<file path="src/rtl/pc_redirect_ctrl.sv">
// PC redirect and hazard control for a 5-stage pipeline with branch resolution in MEM.
// Branch or jump taken in MEM: capture the target, squash the wrong path, then load the PC
// from the captured target one cycle later. Load-use hazard: insert a single bubble.
// Two saturating counters track cycles lost to redirects and to stalls.
module pc_redirect_ctrl (
  input  logic        Clk,
  input  logic        Reset_n,
  input  logic        BranchTaken_M,
  input  logic [31:0] Target_M,
  input  logic        MemRead_E,
  input  logic [4:0]  Rt_E,
  input  logic [4:0]  Rs_D,
  input  logic [4:0]  Rt_D,
  input  logic        UsesRt_D,
  output logic        PCSrc,
  output logic [31:0] RedirectPC,
  output logic        PCWrite,
  output logic        IFID_Write,
  output logic        IFID_Flush,
  output logic        IDEX_Flush,
  output logic        EXMEM_Flush,
  output logic [31:0] FlushCount,
  output logic [31:0] StallCount
);

  typedef enum logic {RUN, REDIRECT} state_t;

  state_t      state, state_nxt;
  logic        load_use;
  logic        capture;
  logic        flush_inc;
  logic        stall_inc;
  logic [31:0] redirect_pc;
  logic [31:0] flush_cnt;
  logic [31:0] stall_cnt;

  assign load_use = MemRead_E && (Rt_E != 5'd0) &&
                    ((Rt_E == Rs_D) || (UsesRt_D && (Rt_E == Rt_D)));

  // State register
  always_ff @(posedge Clk or negedge Reset_n) begin
    if (!Reset_n) state <= RUN;
    else          state <= state_nxt;
  end

  // Next state and control outputs; the branch takes priority over the load-use bubble
  always_comb begin
    state_nxt   = state;
    PCSrc       = 1'b0;
    PCWrite     = 1'b1;
    IFID_Write  = 1'b1;
    IFID_Flush  = 1'b0;
    IDEX_Flush  = 1'b0;
    EXMEM_Flush = 1'b0;
    capture     = 1'b0;
    flush_inc   = 1'b0;
    stall_inc   = 1'b0;
    case (state)
      RUN: begin
        if (BranchTaken_M) begin
          capture     = 1'b1;
          flush_inc   = 1'b1;
          PCWrite     = 1'b0;
          IFID_Flush  = 1'b1;
          IDEX_Flush  = 1'b1;
          EXMEM_Flush = 1'b1;
          state_nxt   = REDIRECT;
        end else if (load_use) begin
          stall_inc   = 1'b1;
          PCWrite     = 1'b0;
          IFID_Write  = 1'b0;
          IDEX_Flush  = 1'b1;
        end
      end
      REDIRECT: begin
        // EX/MEM already holds a bubble from the capture cycle, so only IF/ID is squashed here
        flush_inc  = 1'b1;
        PCSrc      = 1'b1;
        IFID_Flush = 1'b1;
        state_nxt  = RUN;
      end
      default: state_nxt = RUN;
    endcase
  end

  // Redirect target capture, held outside the capture cycle
  always_ff @(posedge Clk or negedge Reset_n) begin
    if (!Reset_n)     redirect_pc <= '0;
    else if (capture) redirect_pc <= Target_M;
  end

  // Saturating lost-cycle counters
  always_ff @(posedge Clk or negedge Reset_n) begin
    if (!Reset_n) begin
      flush_cnt <= '0;
      stall_cnt <= '0;
    end else begin
      if (flush_inc && (flush_cnt != '1)) flush_cnt <= flush_cnt + 32'd1;
      if (stall_inc && (stall_cnt != '1)) stall_cnt <= stall_cnt + 32'd1;
    end
  end

  assign RedirectPC = redirect_pc;
  assign FlushCount = flush_cnt;
  assign StallCount = stall_cnt;

endmodule
</file>
<file path="config.mk">
export PLATFORM = sky130hd
export DESIGN_NAME = pc_redirect_ctrl
export DESIGN_NICKNAME = d
export VERILOG_FILES = /design/src/rtl/pc_redirect_ctrl.sv
export SDC_FILE = /design/constraint.sdc
export NUM_CORES = 1
export LEC_CHECK = 0
export CORE_AREA = 2 2 102 104
export DETAILED_ROUTE_END_ITERATION = 8
export DIE_AREA = 0 0 104 106
export GPL_TIMING_DRIVEN = 1
export PLACE_DENSITY = 0.8
export SYNTH_ARGS = -nofsm -noshare
export SYNTH_HDL_FRONTEND = slang
export SYNTH_SLANG_ARGS = --single-unit
</file>
<file path="constraint.sdc">
create_clock -name Clk -period 2.5 [get_ports Clk]
set_input_delay 0.25 -clock Clk [delete_from_list [all_inputs] [get_ports Clk]]
set_output_delay 0.25 -clock Clk [all_outputs]
set_load 0.1 [all_outputs]
</file>
==> results.sh, run 1 <==
# yosys + openroad results
export IMPL_setup_ws_ps=100
export IMPL_layout_min_cycle_time_ps=2400
export IMPL_antenna_found_initial=0
export IMPL_crit_fanout=3
export IMPL_insertion_delay_ps=360
export IMPL_cts_tree="yes"
export IMPL_nNetsFinal=597
export IMPL_pwr_share_comb_pct=38.4
export IMPL_placementRows=37
export IMPL_ys_ff=97
export IMPL_fp_dieW_microns=104
export IMPL_final_hold_viol_count=0
export IMPL_cts_buffer_depth=2
export IMPL_synth_seq_share_pct=55.5
export IMPL_post_route_cells_drive_above_1_share_pct=33.2
export IMPL_fin_util_pct=61.7
export IMPL_vdd_drop_max_v=0.000433
export IMPL_critPathCaptureType="primary output"
export IMPL_root_buffer="clkbuf_8"
export IMPL_yosys_area_sq_um=4370
export IMPL_initCoreUtil_pct=43.7
export IMPL_synth_stat_cells=375
export IMPL_syn_num_nets=429
export IMPL_drtAntennaViolNets=0
export IMPL_ys_sh_adder_pct=0.572
export IMPL_synthesis_area_sq_um=4370
export IMPL_hp_class="in -> async"
export IMPL_area_leaders="dfrtp_1 55%, xnor2_1 11%, mux2_2 8.5%"
export IMPL_powerDensity_nw_per_um2=750
export IMPL_place_ws_ps=24.4
export IMPL_cts_buffers=9
export IMPL_cp_arrival_ps=2150
export IMPL_synth_top_cell_by_area="dfrtp_1"
export IMPL_cts_sinks=97
export IMPL_synthAoiAreaFrac_pct=0.772
export IMPL_dpl_cell_area_sq_um=5970
export IMPL_yosysUniqueCellTypes=32
export IMPL_switching_share_pct=44.4
export IMPL_ys_top_cells_by_count="97 x dfrtp_1, 55 x xnor2_1, 33 x mux2_2, 33 x nand3_1, 29 x nand2_1"
export IMPL_htreeDepth=3
export IMPL_core_area_sq_um=10000
export IMPL_startpoint_type="primary input"
export IMPL_p_sw_uw=2060
export IMPL_syn_to_final_growth_pct=41.1
export IMPL_grt_overflow_total=0
export IMPL_clk_pin_slew_ps=100
export IMPL_simple_gate_share_pct=19.0
export IMPL_grt_max_degree=39
export IMPL_setup_viol=0
export IMPL_avgSynthCellArea_sq_um=11.7
export IMPL_required_ps=2250
export IMPL_ys_sh_xor_pct=14.4
export IMPL_grt_first_pass_wirelength_microns=17500
export IMPL_synth_edff_count=0
export IMPL_first_pass_iters=4
export IMPL_drtIter0Drc=71
export IMPL_fin_crit_sh_pct=96.0
export IMPL_fmax_mhz=417
export IMPL_status="complete, no violations"
export IMPL_p_leak_uw=0.00276
export IMPL_p_clk_share_pct=21.7
export IMPL_synthTopLogicFamily="simple AND/OR/NAND/NOR gates"
export IMPL_ff_type="dfrtp_1"
export IMPL_num_fill_cells=859
export IMPL_globalRouteMet3Util_pct=3.43
export IMPL_internal_power_uw=2580
export IMPL_dp_cells=667
export IMPL_n_antenna_cell=0
export IMPL_synthArstFlopShare_pct=100
export IMPL_avgRoutedWirePerCell_microns=15.4
export IMPL_top_area_share_pct=55.5
export IMPL_hpwl_microns=8060
export IMPL_worst_pin_slew_ps=535
export IMPL_vias_per_cell=5.10
export IMPL_seqPwrFrac_pct=39.8
export IMPL_warnings=27
export IMPL_stdcell_area_sq_um=6170
export IMPL_ys_sh_mux_pct=8.50
export IMPL_fp_dieH_microns=106
export IMPL_maxCapViolCount=0
export IMPL_rsz0062_at_grt="no"
export IMPL_tns_ps=0
export IMPL_slew_viol_final=0
export IMPL_final_cells=684
export IMPL_chipArea_sq_um=11000
export IMPL_gp_congestion=0.829
export IMPL_crit_type="in -> out"
export IMPL_grt_pass1_vias=3459
export IMPL_skew_ps=15.2
export IMPL_drc_errors=0
export IMPL_netlist_instances=375
export IMPL_relSlewSlack_pct=64.2
export IMPL_yosysWarnings=0
export IMPL_yosysMostFrequentCell="dfrtp_1"
export IMPL_grt_use_met1_pct=25.8
run 1: cells by family (layout without fill, tap and decap cells):
family / after synthesis / count (layout)
flip-flops: 97 / 97
buffers and inverters: 12 / 185
multiplexers: 33 / 33
AND-OR/OR-AND: 5 / 5
AND/OR/NAND/NOR: 154 / 154
adder cells (fa/ha/maj): 2 / 2
XOR/XNOR: 72 / 72
run 1: power by group through the flow:
stage                     sequential (uW)  combinational, uW  clock, uW
after floorplan                      2920                267          0
after global placement               1860               1780          0
after detailed placement             1880               1790          0
after CTS                            1850               1790       1040
after global routing                 1870               1840       1100
final                                1850               1780       1010
run 1: final timing paths:
check                                           from                         end  slack, ps  depth (start not counted)
max in group asynchronous                    Reset_n  StallCount[10]$_DFFE_PN0P_       1360                          3
max                                          Rt_E[3]                     PCWrite        100                          8
max reg2reg                StallCount[0]$_DFFE_PN0P_  StallCount[27]$_DFFE_PN0P_        290                          7
min in group Clk           StallCount[7]$_DFFE_PN0P_   StallCount[7]$_DFFE_PN0P_        500                          1
min reg2reg                StallCount[7]$_DFFE_PN0P_   StallCount[7]$_DFFE_PN0P_        500                          1
min                                          Reset_n  FlushCount[23]$_DFFE_PN0P_        400                          2
run 1: critical path, stage by stage:
cell and delay, ps:
clkdlybuf4s50_1 470, xor2_1 200, nor4_2 290, a32oi_1 200, nor2_1 200, nor2_1 70
or2_2 300, buf_12 170
run 1: flip-flops by register name, indices dropped and copies added, names as in the netlist:
register and flops:
FlushCount 32, RedirectPC 32, StallCount 32, state 1
run 1: layout by cell type (no fill, tap or decap), types with 4 or more instances in the layout:
| cell | n |
|---|---|
| dfrtp_2 | 12 |
| and4_1 | 5 |
| nand2_1 | 29 |
| nand3_1 | 33 |
| inv_1 | 4 |
| and2_1 | 4 |
| nand4_1 | 25 |
| mux2_2 | 33 |
| nor3_1 | 6 |
| xor2_1 | 17 |
| dfrtp_1 | 85 |
| and3_1 | 15 |
| xnor2_1 | 55 |
| clkdlybuf4s50_1 | 50 |
| nor2_1 | 23 |
| clkbuf_8 | 11 |
| buf_12 | 7 |
| buf_4 | 107 |
run 1: what timing repair did:
| action | CTS | global route |
|---|---|---|
| hold buffers | 1 | 0 |
| resized | 0 | 1 |
| endpoints found under the setup margin | 0 | 2 |
| hold endpoints to repair | 35 | 0 |
| setup buffers | 0 | 0 |
run 1: metal layers:
metal | share of wire, % | wire [microns] | vias up
li1 | - | - | 1647
met1 | 44 | 4620 | 1727
met2 | 51 | 5400 | 103
met3 | 4.2 | 439 | 11
met4 | 1.0 | 108 | 0
met5 | 0 | 0 | -
run 1: through the flow:
step | power, uW | hold slack [ps]
final | 4630 | 399
after global routing | 4810 | 426
after CTS | 4670 | 410
after detailed placement | 3670 | 256
after global placement | 3640 | 256
after floorplan | 3180 | -45.6
run 1: final cells by class:
cell class / instances / area [sq um] / area share, %
Timing Repair Buffer: 165 / 1450 / 23.6
Clock inverter: 5 / 45.0 / 0.730
Inverter: 4 / 15.0 / 0.243
Multi-Input combinational cell: 266 / 1890 / 30.7
Clock buffer: 11 / 151 / 2.45
Tap cell: 136 / 170 / 2.76
Sequential cell: 97 / 2440 / 39.6
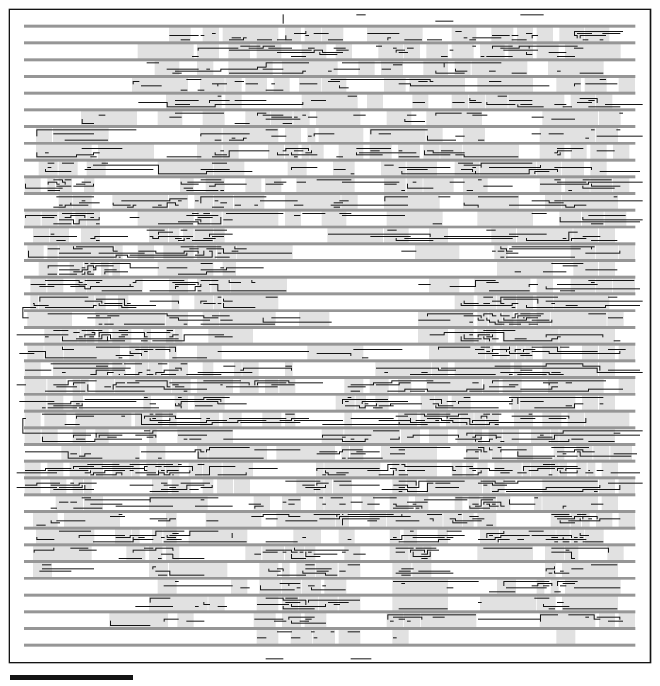
*Signal wires on met1, run 1*
Bar = 20 microns. Supply wires on this layer in grey.
main direction: horizontal
share of all routed wire: 44%
longest straight run: 25.8 microns
final wirelength: 10600 microns
via count: 3488

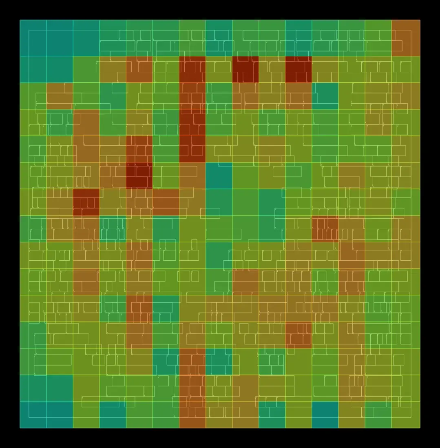
*Routing congestion map, run 1*
GRT Max-Usage Layer: met2
GR Layer Usage met2: 33.6%
GRT Util Overall: 19.6%

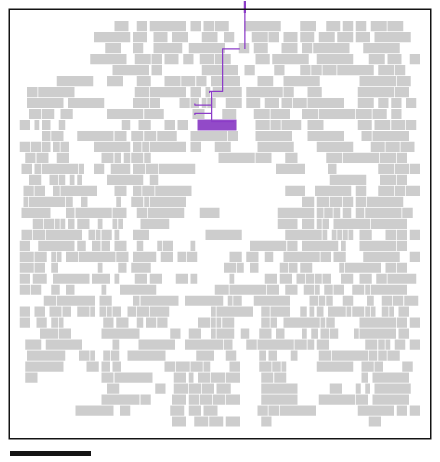
*Nets reached from selected ports, run 1*
Bar = 20 microns.
[`PCSrc`] purple | bits: 1 | direction: output | end cells: 1 | buffers: 1 | wire: 49.6 microns
IO Pins: 154
Port Buffers: 153

==> run 2: changes to the inputs <==
MAX_ROUTING_LAYER = met4   (was default)
==> run 2 against run 1 <==
Compared with the run above:
- die size is the same
- first-iteration DRC count is 2.8% higher
- sequential share of layout area stayed put
- critical path type unchanged
- largest cell class unchanged
- largest power group unchanged
==> results.sh, run 2 <==
# yosys + openroad results
export IMPL_vdd_drop_max_v=0.000433
export IMPL_drc_errors=0
export IMPL_fin_crit_sh_pct=96.0
export IMPL_cts_buffers=9
export IMPL_hp_class="in -> async"
export IMPL_cts_setup_buffers=0
export IMPL_grt_first_pass_wirelength_microns=17500
export IMPL_avgSynthCellArea_sq_um=11.7
export IMPL_chipArea_sq_um=11000
export IMPL_n_antenna_cell=0
export IMPL_post_route_cells_drive_above_1_share_pct=33.2
export IMPL_cts_buffer_depth=2
export IMPL_place_ws_ps=24.4
export IMPL_powerDensity_nw_per_um2=751
export IMPL_synth_edff_count=0
export IMPL_yosysUniqueCellTypes=32
export IMPL_ff_type="dfrtp_1"
export IMPL_synth_stat_cells=375
export IMPL_grt_pass1_vias=3465
export IMPL_synthArstFlopShare_pct=100
export IMPL_yosysMostFrequentCell="dfrtp_1"
export IMPL_reg2reg_setup_slack_ps=300
export IMPL_gp_congestion=0.842
export IMPL_ys_top_cells_by_count="97 x dfrtp_1, 55 x xnor2_1, 33 x mux2_2, 33 x nand3_1, 29 x nand2_1"
export IMPL_syn_num_nets=429
export IMPL_grt_overflow_total=0
export IMPL_first_pass_iters=4
export IMPL_maxCapViolCount=0
export IMPL_nNetsFinal=597
export IMPL_lay_top_count="buf_4"
export IMPL_reg2reg_to="StallCount[27]$_DFFE_PN0P_"
export IMPL_worst_r2r_path_depth=7
export IMPL_status="complete, no violations"
export IMPL_tns_ps=0
export IMPL_startpoint_type="primary input"
export IMPL_antenna_found_initial=0
export IMPL_warnings=27
export IMPL_syn_to_final_growth_pct=41.1
export IMPL_fp_dieH_microns=106
export IMPL_vias_per_cell=5.16
export IMPL_worst_pin_slew_ps=541
export IMPL_fp_dieW_microns=104
export IMPL_root_buffer="clkbuf_8"
export IMPL_synth_top_cell_by_area="dfrtp_1"
export IMPL_final_hold_viol_count=0
export IMPL_dr_wl_met3_microns=482
export IMPL_hpwl_microns=8060
export IMPL_yosysWarnings=0
export IMPL_grt_max_degree=39
export IMPL_io_pins=154
export IMPL_reg2reg_from="StallCount[0]$_DFFE_PN0P_"
export IMPL_drtAntennaViolNets=0
export IMPL_crit_type="in -> out"
export IMPL_synth_seq_share_pct=55.5
export IMPL_yosys_area_sq_um=4370
export IMPL_initCoreUtil_pct=43.7
export IMPL_portBuffers=153
export IMPL_slew_viol_final=0
export IMPL_clk_pin_slew_ps=100
export IMPL_holdWs_ps=401
export IMPL_critPathCaptureType="primary output"
export IMPL_setup_viol=0
export IMPL_skew_ps=19.7
export IMPL_setup_ws_ps=99.6
export IMPL_htreeDepth=3
export IMPL_crit_fanout=3
export IMPL_layout_min_cycle_time_ps=2400
export IMPL_track_usage_pct=20.2
export IMPL_drtIter0Drc=73
export IMPL_fmax_mhz=417
export IMPL_ys_ff=97
export IMPL_cts_sinks=97
export IMPL_met2_length_microns=5440
export IMPL_area_leaders="dfrtp_1 55%, xnor2_1 11%, mux2_2 8.5%"
export IMPL_top_area_share_pct=55.5
export IMPL_num_fill_cells=859
export IMPL_synthesis_area_sq_um=4370
export IMPL_core_area_sq_um=10000
export IMPL_p_leak_uw=0.00276
-- run 2: cell counts after synthesis --
Identical to the previous run, type by type.
-- run 2: routing by layer --
layer  GRT usage (%)  vias up
met2            33.8      124
li1                -     1649
met1            25.6     1744
met5               -        -
met3            3.31       14
met4            5.69        0
-- run 2: metrics by stage --
stage	instance area [sq um]	cells
2_1_floorplan	4390	375
3_3_place_gp	5970	667
3_5_place_dp	5970	667
4_1_cts	6170	684
5_1_grt	6170	684
6_report	6170	684
-- run 2: worst max path at each step --
stage | to | from | cells past startpoint | slack [ps]
3_3_place_gp | IFID_Write | Rt_E[1] | 7 | 60
5_1_grt | PCWrite | Rt_E[1] | 8 | 20
2_1_floorplan | IFID_Write | state$_DFF_PN0_ | 6 | -130
6_report | PCWrite | Rt_E[3] | 8 | 100
4_1_cts | IFID_Write | Rt_E[1] | 7 | 60
3_5_place_dp | StallCount[20]$_DFFE_PN0P_ | Rt_E[3] | 7 | 20
-- run 2: kinds of logic after synthesis --
family | synth area share, %
AND-OR/OR-AND | 0.772
XOR/XNOR | 14.4
adder cells (fa/ha/maj) | 0.572
buffers and inverters | 1.26
flip-flops | 55.5
multiplexers | 8.50
AND/OR/NAND/NOR | 19.0
-- run 2: layout make-up --
type | instances | area (sq um) | area share (%)
clock buffers | 11 | 151 | 2.45
multi-input cells | 266 | 1890 | 30.7
flip-flops and latches | 97 | 2440 | 39.6
well taps | 136 | 170 | 2.76
repair buffers | 165 | 1450 | 23.6
inverters | 4 | 15.0 | 0.243
clock inverters | 5 | 45.0 | 0.730
-- run 2: repair_timing --
item / in CTS / in global routing
endpoints found under the hold margin: 35 / 0
hold buffers: 1 / 0
resized: 0 / 1
setup endpoints to repair: 0 / 2
-- run 2: power by group --
group          total, uW  switching, uW  internal (uW)  leakage [uW]
logic               1780           1360            424       0.00141
registers           1850            127           1720       0.00125
clock network       1010            573            433     0.0000985
total               4630           2060           2580       0.00276
-- run 2: critical path: stages --
cell             delay [ps]
clkdlybuf4s50_1         470
xor2_1                  200
nor4_2                  290
a32oi_1                 200
nor2_1                  200
nor2_1                   70
or2_2                   300
buf_12                  170
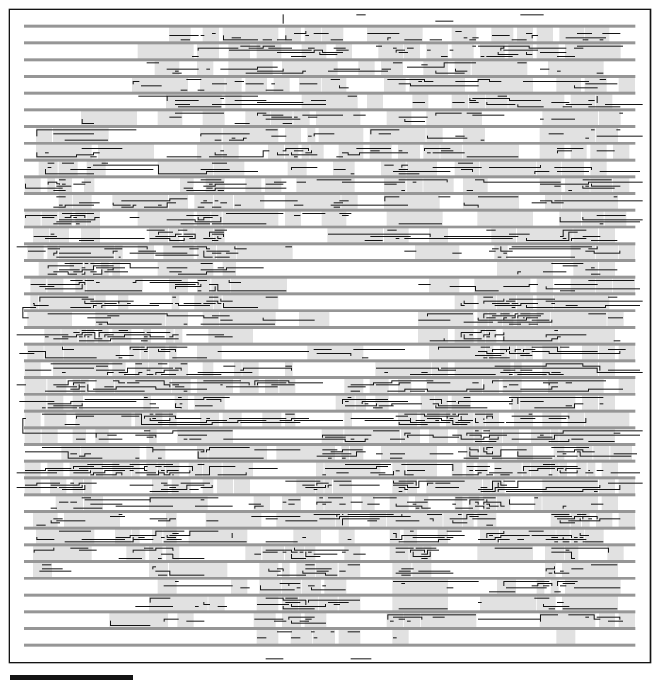
*Signal wires on met1, run 2*
Bar = 20 microns. Supply wires on this layer in grey.
via count: 3531
met1 GRT Util: 25.6%
final wirelength: 10600 microns

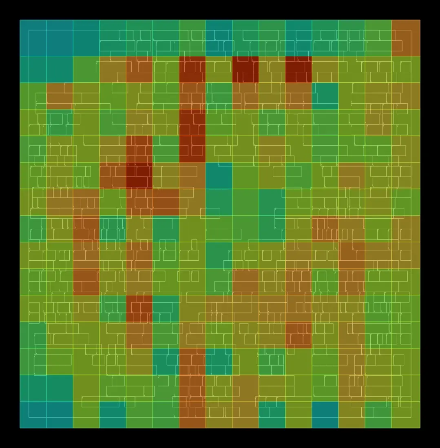
*Routing congestion map, run 2*
GR Layer Usage met2: 33.8%
Util after Layout: 61.7%
grt met3 use: 3.31%
WL/cell: 15.5 microns

Power is estimated from default activity; no workload was simulated.
